<file path="src/rtl/hangman_reveal_board_if.sv">
// Bus between the guess-entry logic and the hangman reveal board.
// The dup/used_letters signals exist only when GUESS_HISTORY_EN is defined.
interface hangman_reveal_board_if #(
   parameter int NUM_SLOTS = 6,
   parameter int CHAR_W    = 5
);
   logic                          start;
   logic [NUM_SLOTS*CHAR_W-1:0]   word;
   logic                          guess_valid;
   logic [CHAR_W-1:0]             guess;
   logic                          ready;
   logic [NUM_SLOTS*CHAR_W-1:0]   display;
   logic [NUM_SLOTS-1:0]          revealed;
   logic [3:0]                    miss_count;
   logic                          hit;
   logic                          miss;
   logic                          win;
   logic                          lose;
`ifdef GUESS_HISTORY_EN
   logic                          dup;
   logic [(1<<CHAR_W)-1:0]        used_letters;

   modport master (
      output start, word, guess_valid, guess,
      input  ready, display, revealed, miss_count, hit, miss, win, lose, dup, used_letters
   );
   modport slave (
      input  start, word, guess_valid, guess,
      output ready, display, revealed, miss_count, hit, miss, win, lose, dup, used_letters
   );
`else
   modport master (
      output start, word, guess_valid, guess,
      input  ready, display, revealed, miss_count, hit, miss, win, lose
   );
   modport slave (
      input  start, word, guess_valid, guess,
      output ready, display, revealed, miss_count, hit, miss, win, lose
   );
`endif
endinterface

</file>
<file path="src/rtl/hangman_reveal_board.sv">
// Synchronous hangman letter-reveal board: parallel slot compare, miss counting, win/lose.
// Optional macro GUESS_HISTORY_EN adds a used-letter vector and a dup pulse for repeated guesses.
module hangman_reveal_board #(
   parameter int               NUM_SLOTS  = 6,
   parameter int               CHAR_W     = 5,
   parameter int               MAX_MISSES = 6,
   parameter logic [CHAR_W-1:0] BLANK     = {CHAR_W{1'b1}}
) (
   input logic                   clk,
   input logic                   resetn,
   hangman_reveal_board_if.slave bus
);
   localparam int         WORD_W     = NUM_SLOTS * CHAR_W;
   localparam logic [3:0] MISS_LIMIT = 4'(MAX_MISSES);

   typedef enum logic [1:0] {IDLE, PLAY, WIN, LOSE} state_t;

   state_t               state;
   logic [WORD_W-1:0]    stored;
   logic [WORD_W-1:0]    display_r;
   logic [NUM_SLOTS-1:0] revealed_r;
   logic [3:0]           count_r;
   logic                 hit_r;
   logic                 miss_r;
   logic                 win_r;
   logic                 lose_r;
   logic                 ready_r;

   logic [NUM_SLOTS-1:0] match;
   logic [NUM_SLOTS-1:0] unused_mask;
   logic [NUM_SLOTS-1:0] merged;
   logic [WORD_W-1:0]    merged_display;
   logic [3:0]           miss_inc;
   logic                 accept;
   logic                 scoring;

`ifdef GUESS_HISTORY_EN
   logic [(1<<CHAR_W)-1:0] used_r;
   logic                   dup_r;
   logic                   dup_hit;
`endif

   // Compare the guess against every slot at once and precompute the post-hit display.
   always_comb begin
      match          = '0;
      unused_mask    = '0;
      merged_display = '0;
      for (int i = 0; i < NUM_SLOTS; i++) begin
         match[i]       = (stored[i*CHAR_W +: CHAR_W] == bus.guess) &&
                          (stored[i*CHAR_W +: CHAR_W] != BLANK);
         unused_mask[i] = (bus.word[i*CHAR_W +: CHAR_W] == BLANK);
      end
      merged = revealed_r | match;
      for (int i = 0; i < NUM_SLOTS; i++) begin
         merged_display[i*CHAR_W +: CHAR_W] = merged[i] ? stored[i*CHAR_W +: CHAR_W] : BLANK;
      end
      miss_inc = (count_r < MISS_LIMIT) ? count_r + 4'd1 : count_r;
      accept   = bus.guess_valid && ready_r && (bus.guess != BLANK);
`ifdef GUESS_HISTORY_EN
      dup_hit  = used_r[bus.guess];
      scoring  = accept && !dup_hit;
`else
      scoring  = accept;
`endif
   end

   // Round FSM; ready drops on the guess that finishes the round, state follows one cycle later.
   always_ff @(posedge clk or negedge resetn) begin
      if (!resetn) begin
         state      <= IDLE;
         stored     <= {NUM_SLOTS{BLANK}};
         display_r  <= {NUM_SLOTS{BLANK}};
         revealed_r <= '0;
         count_r    <= '0;
         hit_r      <= 1'b0;
         miss_r     <= 1'b0;
         win_r      <= 1'b0;
         lose_r     <= 1'b0;
         ready_r    <= 1'b0;
`ifdef GUESS_HISTORY_EN
         used_r     <= '0;
         dup_r      <= 1'b0;
`endif
      end else begin
         hit_r  <= 1'b0;
         miss_r <= 1'b0;
`ifdef GUESS_HISTORY_EN
         dup_r  <= 1'b0;
`endif
         if (bus.start) begin
            state      <= PLAY;
            stored     <= bus.word;
            display_r  <= {NUM_SLOTS{BLANK}};
            revealed_r <= unused_mask;
            count_r    <= '0;
            win_r      <= 1'b0;
            lose_r     <= 1'b0;
            ready_r    <= ~&unused_mask;
`ifdef GUESS_HISTORY_EN
            used_r     <= '0;
`endif
         end else if (state == PLAY) begin
            if (&revealed_r) begin
               state   <= WIN;
               win_r   <= 1'b1;
               ready_r <= 1'b0;
            end else if (count_r >= MISS_LIMIT) begin
               state      <= LOSE;
               lose_r     <= 1'b1;
               ready_r    <= 1'b0;
               revealed_r <= '1;
               display_r  <= stored;
            end else begin
`ifdef GUESS_HISTORY_EN
               if (accept && dup_hit) begin
                  dup_r <= 1'b1;
               end
               if (scoring) begin
                  used_r[bus.guess] <= 1'b1;
               end
`endif
               if (scoring) begin
                  if (|match) begin
                     revealed_r <= merged;
                     display_r  <= merged_display;
                     hit_r      <= 1'b1;
                     ready_r    <= ~&merged;
                  end else begin
                     count_r <= miss_inc;
                     miss_r  <= 1'b1;
                     ready_r <= (miss_inc < MISS_LIMIT);
                  end
               end
            end
         end
      end
   end

   assign bus.ready      = ready_r;
   assign bus.display    = display_r;
   assign bus.revealed   = revealed_r;
   assign bus.miss_count = count_r;
   assign bus.hit        = hit_r;
   assign bus.miss       = miss_r;
   assign bus.win        = win_r;
   assign bus.lose       = lose_r;
`ifdef GUESS_HISTORY_EN
   assign bus.dup          = dup_r;
   assign bus.used_letters = used_r;
`endif
endmodule

</file>
<file path="src/flat_wrapper.sv">
// flat-port wrapper written by rule: the top's interface ports become plain ports
module hangman_reveal_board_flat 
#(
   parameter int               NUM_SLOTS  = 6,
   parameter int               CHAR_W     = 5,
   parameter int               MAX_MISSES = 6,
   parameter logic [CHAR_W-1:0] BLANK     = {CHAR_W{1'b1}}
)
  (clk, resetn, bus_start, bus_word, bus_guess_valid, bus_guess, bus_ready, bus_display, bus_revealed, bus_miss_count, bus_hit, bus_miss, bus_win, bus_lose);
  hangman_reveal_board_if #(.NUM_SLOTS(NUM_SLOTS), .CHAR_W(CHAR_W)) bus_i ();
  input logic clk;
  input logic resetn;
  input wire logic [$bits(bus_i.start)-1:0] bus_start;
  input wire logic [$bits(bus_i.word)-1:0] bus_word;
  input wire logic [$bits(bus_i.guess_valid)-1:0] bus_guess_valid;
  input wire logic [$bits(bus_i.guess)-1:0] bus_guess;
  output wire logic [$bits(bus_i.ready)-1:0] bus_ready;
  output wire logic [$bits(bus_i.display)-1:0] bus_display;
  output wire logic [$bits(bus_i.revealed)-1:0] bus_revealed;
  output wire logic [$bits(bus_i.miss_count)-1:0] bus_miss_count;
  output wire logic [$bits(bus_i.hit)-1:0] bus_hit;
  output wire logic [$bits(bus_i.miss)-1:0] bus_miss;
  output wire logic [$bits(bus_i.win)-1:0] bus_win;
  output wire logic [$bits(bus_i.lose)-1:0] bus_lose;
  assign bus_i.start = bus_start;
  assign bus_i.word = bus_word;
  assign bus_i.guess_valid = bus_guess_valid;
  assign bus_i.guess = bus_guess;
  assign bus_ready = bus_i.ready;
  assign bus_display = bus_i.display;
  assign bus_revealed = bus_i.revealed;
  assign bus_miss_count = bus_i.miss_count;
  assign bus_hit = bus_i.hit;
  assign bus_miss = bus_i.miss;
  assign bus_win = bus_i.win;
  assign bus_lose = bus_i.lose;
  hangman_reveal_board #(.NUM_SLOTS(NUM_SLOTS), .CHAR_W(CHAR_W), .MAX_MISSES(MAX_MISSES), .BLANK(BLANK)) u_core (.clk(clk), .resetn(resetn), .bus(bus_i));
endmodule
</file>
<file path="config.mk">
export PLATFORM = sky130hd
export DESIGN_NAME = hangman_reveal_board_flat
export DESIGN_NICKNAME = d
export VERILOG_FILES = /design/src/rtl/hangman_reveal_board_if.sv /design/src/rtl/hangman_reveal_board.sv /design/src/flat_wrapper.sv
export SDC_FILE = /design/constraint.sdc
export NUM_CORES = 1
export LEC_CHECK = 0
export ABC_AREA = 1
export CAP_MARGIN = 20
export CORE_MARGIN = 2
export CORE_UTILIZATION = 52
export CTS_CLUSTER_DIAMETER = 100
export DETAILED_ROUTE_END_ITERATION = 10
export PLACE_DENSITY = 0.8
export SYNTH_ARGS = -nofsm -noshare
export SYNTH_HDL_FRONTEND = slang
export SYNTH_SLANG_ARGS = --single-unit
</file>
<file path="constraint.sdc">
create_clock -name clk -period 1.93 [get_ports clk]
set_input_delay 0.2895 -clock clk [delete_from_list [all_inputs] [get_ports clk]]
set_output_delay 0.2895 -clock clk [all_outputs]
set_load 0.005 [all_outputs]
</file>
Run 1, clock network drawn from the DEF:
Bar = 20 microns.
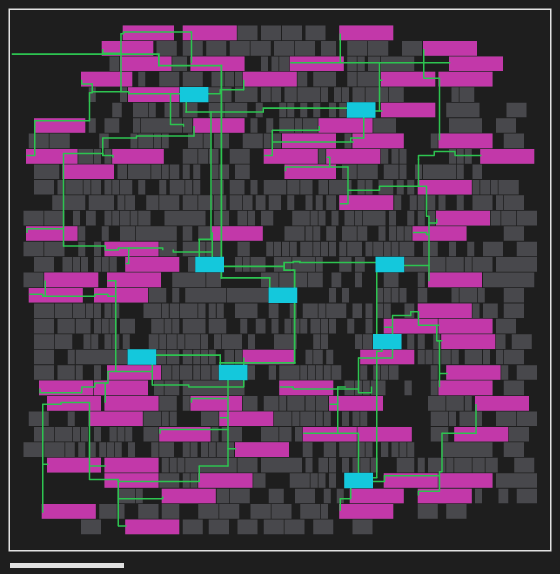
legend:
  cells driving clock nets:
    colour: cyan
    count: 9
  clock wires:
    colour: green
    length: 1,020 microns
  flip-flops:
    colour: magenta
    count: 77
routed clock nets: 10

Run 1, the metal 3 layer:
Bar = 20 microns.
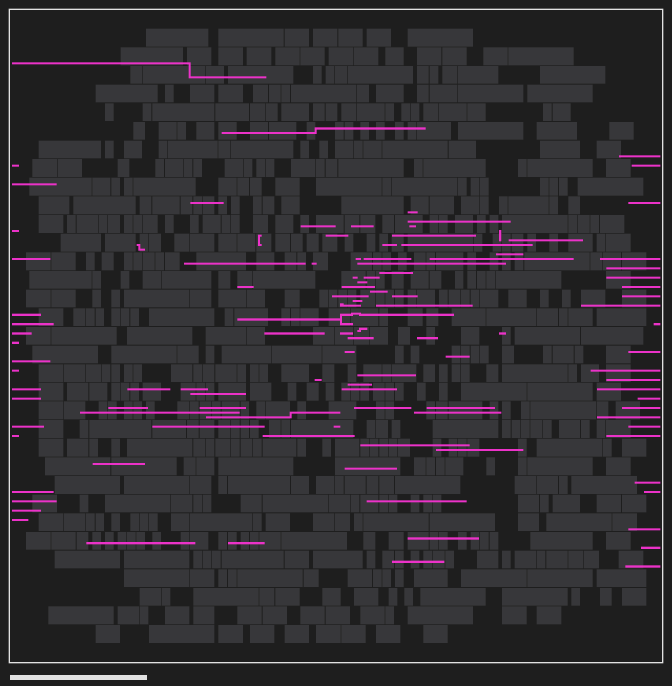
main direction: horizontal
share of all routed wire: 6.5%
nets with wire on the layer: 91
wire length on this layer: 768 microns
longest straight run: 25.8 microns
met3 Use GR: 0.0561
via count: 4,032
final WL: 11,800 microns

Run 1, the metal 2 layer:
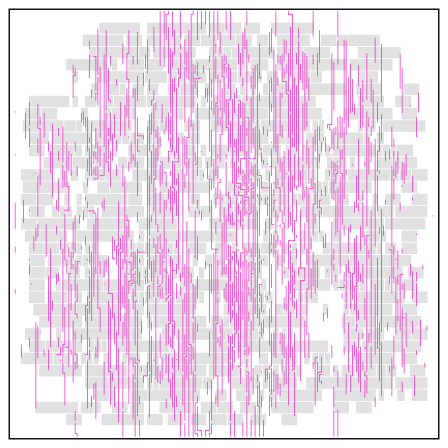
nets with wire on the layer: 579
longest straight run: 32.3 microns

==> ci_impl_report.md, run 1 <==
### Flow metrics

| Metric | Value |
|---|---|
| Outcome | finished clean |
| Max-slew violations | 0 |
| Std cell rows | 33 |
| Diodes inserted | 0 |
| Kind of critical path | input port to flip-flop |
| Yosys warning tally | 0 |
| Max-slew headroom | 0.657 |
| Sequential Power Share | 0.443 |
| Critical path, cell by cell | clkdlybuf4s50_1, buf_6, xor2_1, nor2_2, nand3_1, nand2_2, nor2_4, nand2_4, nand2_8, nand2_8, clkbuf_16, nor2_1, a21oi_2 |
| Max clock buf depth | 2 |
| Critical R2R Launch | u_core.stored[18] |
| GRT Resource Usage Total | 0.255 |
| Total clock buffers created by CTS | 9 |
| Setup crit end | u_core.bus.display[11] |
| 1st-pass router iterations | 5 |
| Biggest area cells | dfstp_2 (36%), nand2_1 (12%), dfrtp_1 (9.8%) |
| Core Area | 8130 sq um |
| Crit path max fanout | 8 |
| Total die size | 9050 sq um |
| Post-Place Cells | 730 |
| PD cells | 762 nW/um^2 |
| First-pass GRT wire length | 17,600 microns |
| Synth Seq Share | 0.463 |
| Static Leak | 2.68 nW |
| Psw | 1.43 mW |
| Net count after synthesis | 568 |
| Starting density of the core | 0.531 |
| Tmin final | 1930 ps |
| Clk_lat worst skew | 360 ps |
| Synth async-reset ratio | 1.00 |
| Tot Pwr | 4.55 mW |
| Ys cells | 527 |
| Initial antenna violation count | 0 |
| Root Buffer | clkbuf_8 |
| Final Util | 0.734 |
| Final setup fails | 0 |
| Final Hold Fails | 0 |
| Worst Hold Class | input port to flip-flop |
| Wire per inst | 15.3 microns |
| Critical path's top delay family | buffers and inverters |
| Clock sink count | 77 |
| Cell Type Count | 33 |
| Combinational fraction of design power | 0.289 |
| Worst Tran Pin Value | 514 ps |
| Global route total overflow | 0 |
| Yosys top cell by instances | nand2_1 |
| Worst vdd ir | 472 uV |
| Share of layout cells above drive strength 1 | 0.318 |
| Post-route ant nets | 0 |
| Vias in the first global route | 3,746 |
| Max Clk Rate | 0.519 GHz |
| Ys flop type | dfstp_2 |
| Clock network power share | 0.268 |
| Critical path depth in cells | 13 |
| Synthesized instance count | 527 |
| Final HPWL DP | 7960 microns |
| Clk pin slew, worst setup/hold paths | 90 ps |
| Clk_skew | 12.5 ps |
| Critical Path Start | bus_guess[3] |
| Tool Warnings | 28 |
| Crit path required time | 2220 ps |
| Synth-to-layout area growth | 38.3% |
| CTS tree | yes |
| PortBufs | 83 |
| EDFF count, synth | 0 |
| R2R Setup Slk | 20 ps |
| MaxCap Viol Count | 0 |
| Reg-to-reg critical path endpoint | u_core.bus.display[11] |
| Arrival time of the worst setup path | 2220 ps |
| H-tree levels | 3 |
| Final non-filler cell total | 768 |
| Sw Share | 0.314 |
| Largest net degree at the start of global routing | 78 |
| Cell Int Power | 3.12 mW |
| Area reported by Yosys stat | 4320 sq um |
| RSZ-0062 raised after global routing | true |
| Area leader share | 0.365 |
| Buf+Inv Stages, Crit Path | 3 |
| Most instantiated cells after synthesis | nand2_1 (143), nor2_1 (96), dfstp_2 (60) |
| Yosys top cell by area | dfstp_2 |
| Cells on worst reg2reg path | 12 |
| Die Width | 95.2 microns |
| Placer Congestion | 0.914 |
| Avg Synthesized Cell Area | 8.20 sq um |
## run 1: power by group through the flow
stage	combinational [mW]	sequential [mW]	clock (mW)
finish	1.31	2.02	1.22
detailed placement	1.13	2.03	0
global route	1.44	2.03	1.32
CTS	1.14	2.01	1.24
global placement	1.11	2.03	0
floorplan	0.621	2.01	0
## run 1: flip-flops by register name (all words and copies together), names as in the netlist
name                   flops
u_core.bus.win             1
u_core.bus.miss            1
u_core.bus.ready           1
u_core.state               2
u_core.bus.revealed        6
u_core.bus.miss_count      4
u_core.stored             30
u_core.bus.hit             1
u_core.bus.display        30
u_core.bus.lose            1
## run 1: through the flow
step	hold WS [ps]	worst slack (ps)	setup TNS (ps)	area (sq um)
6_report	456	2.88	0	5970
5_1_grt	450	-60.6	-641	5970
4_1_cts	444	3.69	0	5650
3_5_place_dp	361	-368	-13110	5450
3_3_place_gp	358	-332	-11910	5450
2_1_floorplan	-6.09	181	0	4320
## run 1: cell families after synthesis
| logic type | after synthesis | synth area share |
|---|---|---|
| flops | 77 | 0.463 |
| compound gates | 73 | 0.119 |
| xor+xnor | 13 | 0.0264 |
| simple gates | 300 | 0.310 |
| buf+inv | 62 | 0.0753 |
| fa+ha+maj | 2 | 0.00579 |
## run 1: repair_timing
action	4_1_cts	5_1_grt
setup endpoints to repair	1	36
hold endpoints to repair	17	0
pin swaps	0	18
hold buffers	1	0
gates cloned	0	8
buffers inserted	0	13
gates resized	1	27
## run 1: layout by cell type, fill, tap and decap left out, drive strengths merged, types with 5 or more instances in the layout
cell type and instances:
nand2 163, nor2 103, clkdlybuf4s50 82, dfstp 60, buf 50, inv 42, a21oi 35, o21ai 35
nand3 23, dfrtp 17, clkbuf 14, xor2 12, nand3b 5
## run 1: metal layers
layer | up-vias | wire [microns] | GRT usage
met5 | - | 0 | 0
met4 | 0 | 224 | 0.0942
met3 | 30 | 767 | 0.0561
li1 | 1922 | - | -
met2 | 161 | 5750 | 0.423
met1 | 1919 | 5020 | 0.329
## run 1: worst reg2reg max path: cells and delay by family, from the launching register on
family,cells,cell delay [ps]
DFF,1,570
AOI/OAI and AO/OA,1,50
buffers and inverters,2,290
xor gates and xnor gates,1,140
and+or+nand+nor,8,790
## run 1: worst min path at each step
stage	endpoint	startpoint	slack, ps	depth (start not counted)
CTS	u_core.stored[24]	bus_word[24]	440	3
floorplan	u_core.bus.hit	resetn	-6	0
finish	u_core.stored[24]	bus_word[24]	460	3
detailed placement	u_core.bus.revealed[1]	resetn	360	2
global placement	u_core.bus.revealed[2]	resetn	360	2
global route	u_core.stored[16]	bus_word[16]	450	3
## run 1: area by class of cell
| type | instances | area (sq um) |
|---|---|---|
| Timing Repair Buffer | 137 | 1390 |
| Clock buffer | 10 | 128 |
| Sequential cell | 77 | 2000 |
| Inverter | 42 | 160 |
| Clock inverter | 6 | 63.8 |
| Multi-Input combinational cell | 391 | 2090 |
| Tap cell | 105 | 131 |
| Fill cell | 587 | 2160 |
Run 1, signal wires by layer:
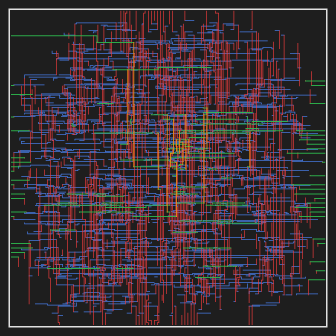

==> inputs of run 2 (changes only) <==
--- a/config.mk
+++ b/config.mk
@@ -8,10 +8,10 @@
 export ABC_AREA = 1
 export CAP_MARGIN = 20
 export CORE_MARGIN = 2
-export CORE_UTILIZATION = 52
+export CORE_UTILIZATION = 47
 export CTS_CLUSTER_DIAMETER = 100
 export DETAILED_ROUTE_END_ITERATION = 10
-export PLACE_DENSITY = 0.8
+export PLACE_DENSITY = 0.76
 export SYNTH_ARGS = -nofsm -noshare
 export SYNTH_HDL_FRONTEND = slang
 export SYNTH_SLANG_ARGS = --single-unit
==> constraint.sdc (replaced) <==
create_clock -name clk -period 1.5 [get_ports clk]
set_input_delay 0.225 -clock clk [delete_from_list [all_inputs] [get_ports clk]]
set_output_delay 0.225 -clock clk [all_outputs]
set_load 0.005 [all_outputs]
Run 2, signal wires by layer:
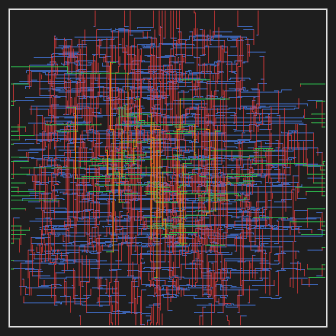
legend:
  met1:
    colour: blue
    wire_length: 5,430 microns
  met3:
    colour: green
    wire_length: 863 microns
  met4:
    colour: orange
    wire_length: 461 microns
  met2:
    colour: red
    wire_length: 6,540 microns
wire per inst: 16.0 microns
GRT Resource Usage Total: 0.265
via count: 4,369
final WL: 13,300 microns

Run 2, clock network drawn from the DEF:
Bar = 20 microns.
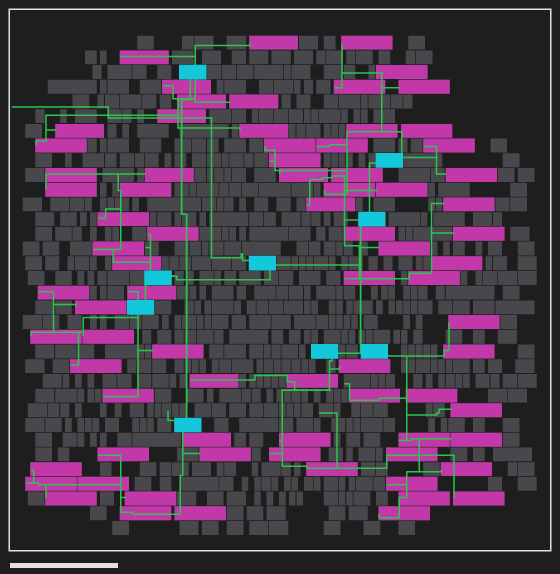
clock network power share: 0.252
clk_lat worst skew: 360 ps
Clk power: 1.54 mW
clk_skew: 11.1 ps

==> run 2 against run 1 <==
The flow now finishes with violations (negative setup slack); worst setup slack got worse by 360 ps; critical path depth fell by 1; flip-flop count is the same; die size grew 10%; combinational power is 52% higher; largest cell class unchanged; largest power group unchanged.
==> ci_impl_report.md, run 2 <==
### Flow metrics

| Metric | Value |
|---|---|
| Outcome | complete, but fails checks |
| Failing checks | negative setup slack |
| Yosys top cell by area | dfstp_2 |
| Synth async-reset ratio | 1.00 (unchanged) |
| Area fraction in mux cells | 0 (unchanged) |
| Hold path cells | 3 (unchanged) |
| M1 wire length | 5430 microns (+8.2%) |
| Fin Hold WS | 405 ps (-50.8 ps) |
| DR top layer | met4 |
| Top cells excl fill/tap | nand2_1 (125), buf_4 (91), nor2_1 (67), dfstp_2 (60), clkdlybuf4s50_1 (41) |
| Clock sink count | 77 (unchanged) |
| Most instantiated cells after synthesis | nand2_1 (143), nor2_1 (96), dfstp_2 (60) |
| Vias in the first global route | 4,447 (+19%) |
| Synth Area in Simple Gates | 0.310 (unchanged) |
| Die Width | 99.9 microns (+5.0%) |
| Yosys warning tally | 0 (unchanged) |
| AND-OR/OR-AND Cells, Area Fraction | 0.119 (unchanged) |
| Worst setup slack after layout | -354 ps (-357 ps) |
| First-pass GRT wire length | 21,000 microns (+19%) |
| Worst Hold Class | input port to flip-flop |
| Synthesized instance count | 527 (unchanged) |
| Placer Congestion | 0.881 (-3.6%) |
| Cell Type Count | 33 (unchanged) |
| EDFF count, synth | 0 (unchanged) |
| Final HPWL DP | 8600 microns (+8.1%) |
| Critical Path Start | u_core.stored[1] |
| Final Hold Fails | 0 (unchanged) |
| Post-Place Cells | 786 (+7.7%) |
| MaxCap Viol Count | 0 (unchanged) |
| Final setup fails | 45 (+45) |
| Final non-filler cell total | 833 (+8.5%) |
| Dominant combinational family | simple AND/OR/NAND/NOR gates |
| Share of layout cells above drive strength 1 | 0.451 (+0.133) |
| Clk pin slew, worst setup/hold paths | 80 ps (about the same) |
| Largest net degree at the start of global routing | 78 (unchanged) |
| Total die size | 9980 sq um (+10%) |
| Biggest area cells | dfstp_2 (36%), nand2_1 (12%), dfrtp_1 (9.8%) |
| Yosys top cell by instances | nand2_1 |
| PD cells | 922 nW/um^2 (+21%) |
| CTS tree | yes |
| Tmin final | 1850 ps |
| Std cell rows | 34 (+3.0%) |
| Worst Tran Pin Value | 444 ps (-69.6 ps) |
| Kind of critical path | flip-flop to flip-flop |
| Adder-cell share of the synthesized area | 0.00579 (unchanged) |
| Reg-to-reg critical path endpoint | u_core.bus.display[0] |
| PortBufs | 83 (unchanged) |
| XOR Share, Synth | 0.0264 (unchanged) |
| 1st-pass router iterations | 6 (+1) |
| Root Buffer | clkbuf_8 |
| Avg Synthesized Cell Area | 8.20 sq um (unchanged) |
| Static Leak | 3.03 nW (+13%) |
| Crit path max fanout | 7 (-1) |
| Net count after synthesis | 568 (unchanged) |
| R2R Setup Slk | -350 ps (-370 ps) |
| Post-route ant nets | 0 (unchanged) |
| Metal3 WL | 863 microns (+13%) |
| Ys flop type | dfstp_2 |
| Max-slew violations | 0 (unchanged) |
| Synth-to-layout area growth | 53.6% |
| Critical path, cell by cell | nand2_1, o21bai_1, nand2_1, nand3_2, nand2_2, nor2_4, nand2_4, nand2_8, buf_6, nand2_8, buf_4, a21oi_4 |
| Global route total overflow | 0 (unchanged) |
| Synth Seq Share | 0.463 (unchanged) |
| Worst vdd ir | 494 uV (+4.8%) |
| Initial antenna violation count | 0 (unchanged) |
| Arrival time of the worst setup path | 2150 ps (-70 ps) |
| Wire length on met2 | 6540 microns (+14%) |
| Worst Min Path Start | bus_word[24] |
| Top cell excl fill/tap | nand2_1 |
| Max-slew headroom | 0.704 (+0.0464) |
| Area leader share | 0.365 (unchanged) |
| Setup TNS | -12,980 ps (-12,980 ps) |
==> run 2: cell counts after synthesis <==
Identical to the previous run, type by type.
==> run 2: layer usage <==
layer,up-vias,global-route usage
li1,2042,-
met1,2076,0.334
met2,201,0.454
met3,50,0.0453
met4,0,0.109
met5,-,0
==> run 2: repair_timing <==
action / 4_1_cts / 5_1_grt
hold endpoints to repair: 17 / 0
endpoints found under the setup margin: 85 / 47
pin swaps: 18 / 19
hold buffers: 1 / 0
gates resized: 94 / 49
cloned: 2 / 3
buffers inserted: 21 / 7
==> run 2: kinds of logic (layout without fill, tap and decap cells) <==
group	Yosys count	count (layout)
flops	77	77
xor+xnor	13	13
simple gates	300	302
fa+ha+maj	2	2
buf+inv	62	258
compound gates	73	73
==> run 2: through the flow <==
| stage | area (sq um) | worst slack [ps] | util | power, mW |
|---|---|---|---|---|
| 6_report | 6640 | -354 | 0.754 | 6.12 |
| 5_1_grt | 6640 | -436 | 0.754 | 6.41 |
| 4_1_cts | 6420 | -295 | 0.729 | 5.95 |
| 3_5_place_dp | 5900 | -646 | 0.670 | 4.30 |
| 3_3_place_gp | 5900 | -602 | 0.670 | 4.25 |
| 2_1_floorplan | 4360 | -198 | - | 3.39 |
==> run 2: report_power, final <==
group / switching, mW / total [mW] / internal, mW
clock network: 0.803 / 1.54 / 0.741
logic: 1.01 / 1.99 / 0.980
registers: 0.181 / 2.59 / 2.41
total: 1.99 / 6.12 / 4.13
==> run 2: layout make-up <==
cell class	instances	area [sq um]	share of cell area
multi-input combinational	390	2280	0.343
clock buffer	11	163	0.0245
sequential	77	2000	0.302
inverter	42	160	0.0241
clock inverter	5	32.5	0.00490
tap	108	135	0.0204
timing repair buffer	200	1860	0.281
==> run 2: worst min-delay path by stage <==
stage | end | slack (ps)
finish | u_core.stored[24] | 400
global route | u_core.stored[24] | 420
CTS | u_core.stored[24] | 400
detailed placement | u_core.bus.revealed[0] | 300
global placement | u_core.bus.revealed[1] | 290
floorplan | u_core.bus.hit | -70
==> run 2: critical path: cells and delay by family, from the launching register on <==
family	cells	cell delay, ps
AND-OR/OR-AND	2	230
buffers and inverters	2	280
AND/OR/NAND/NOR	8	680
flip-flops	1	600
Power and IR drop assume default switching activity.
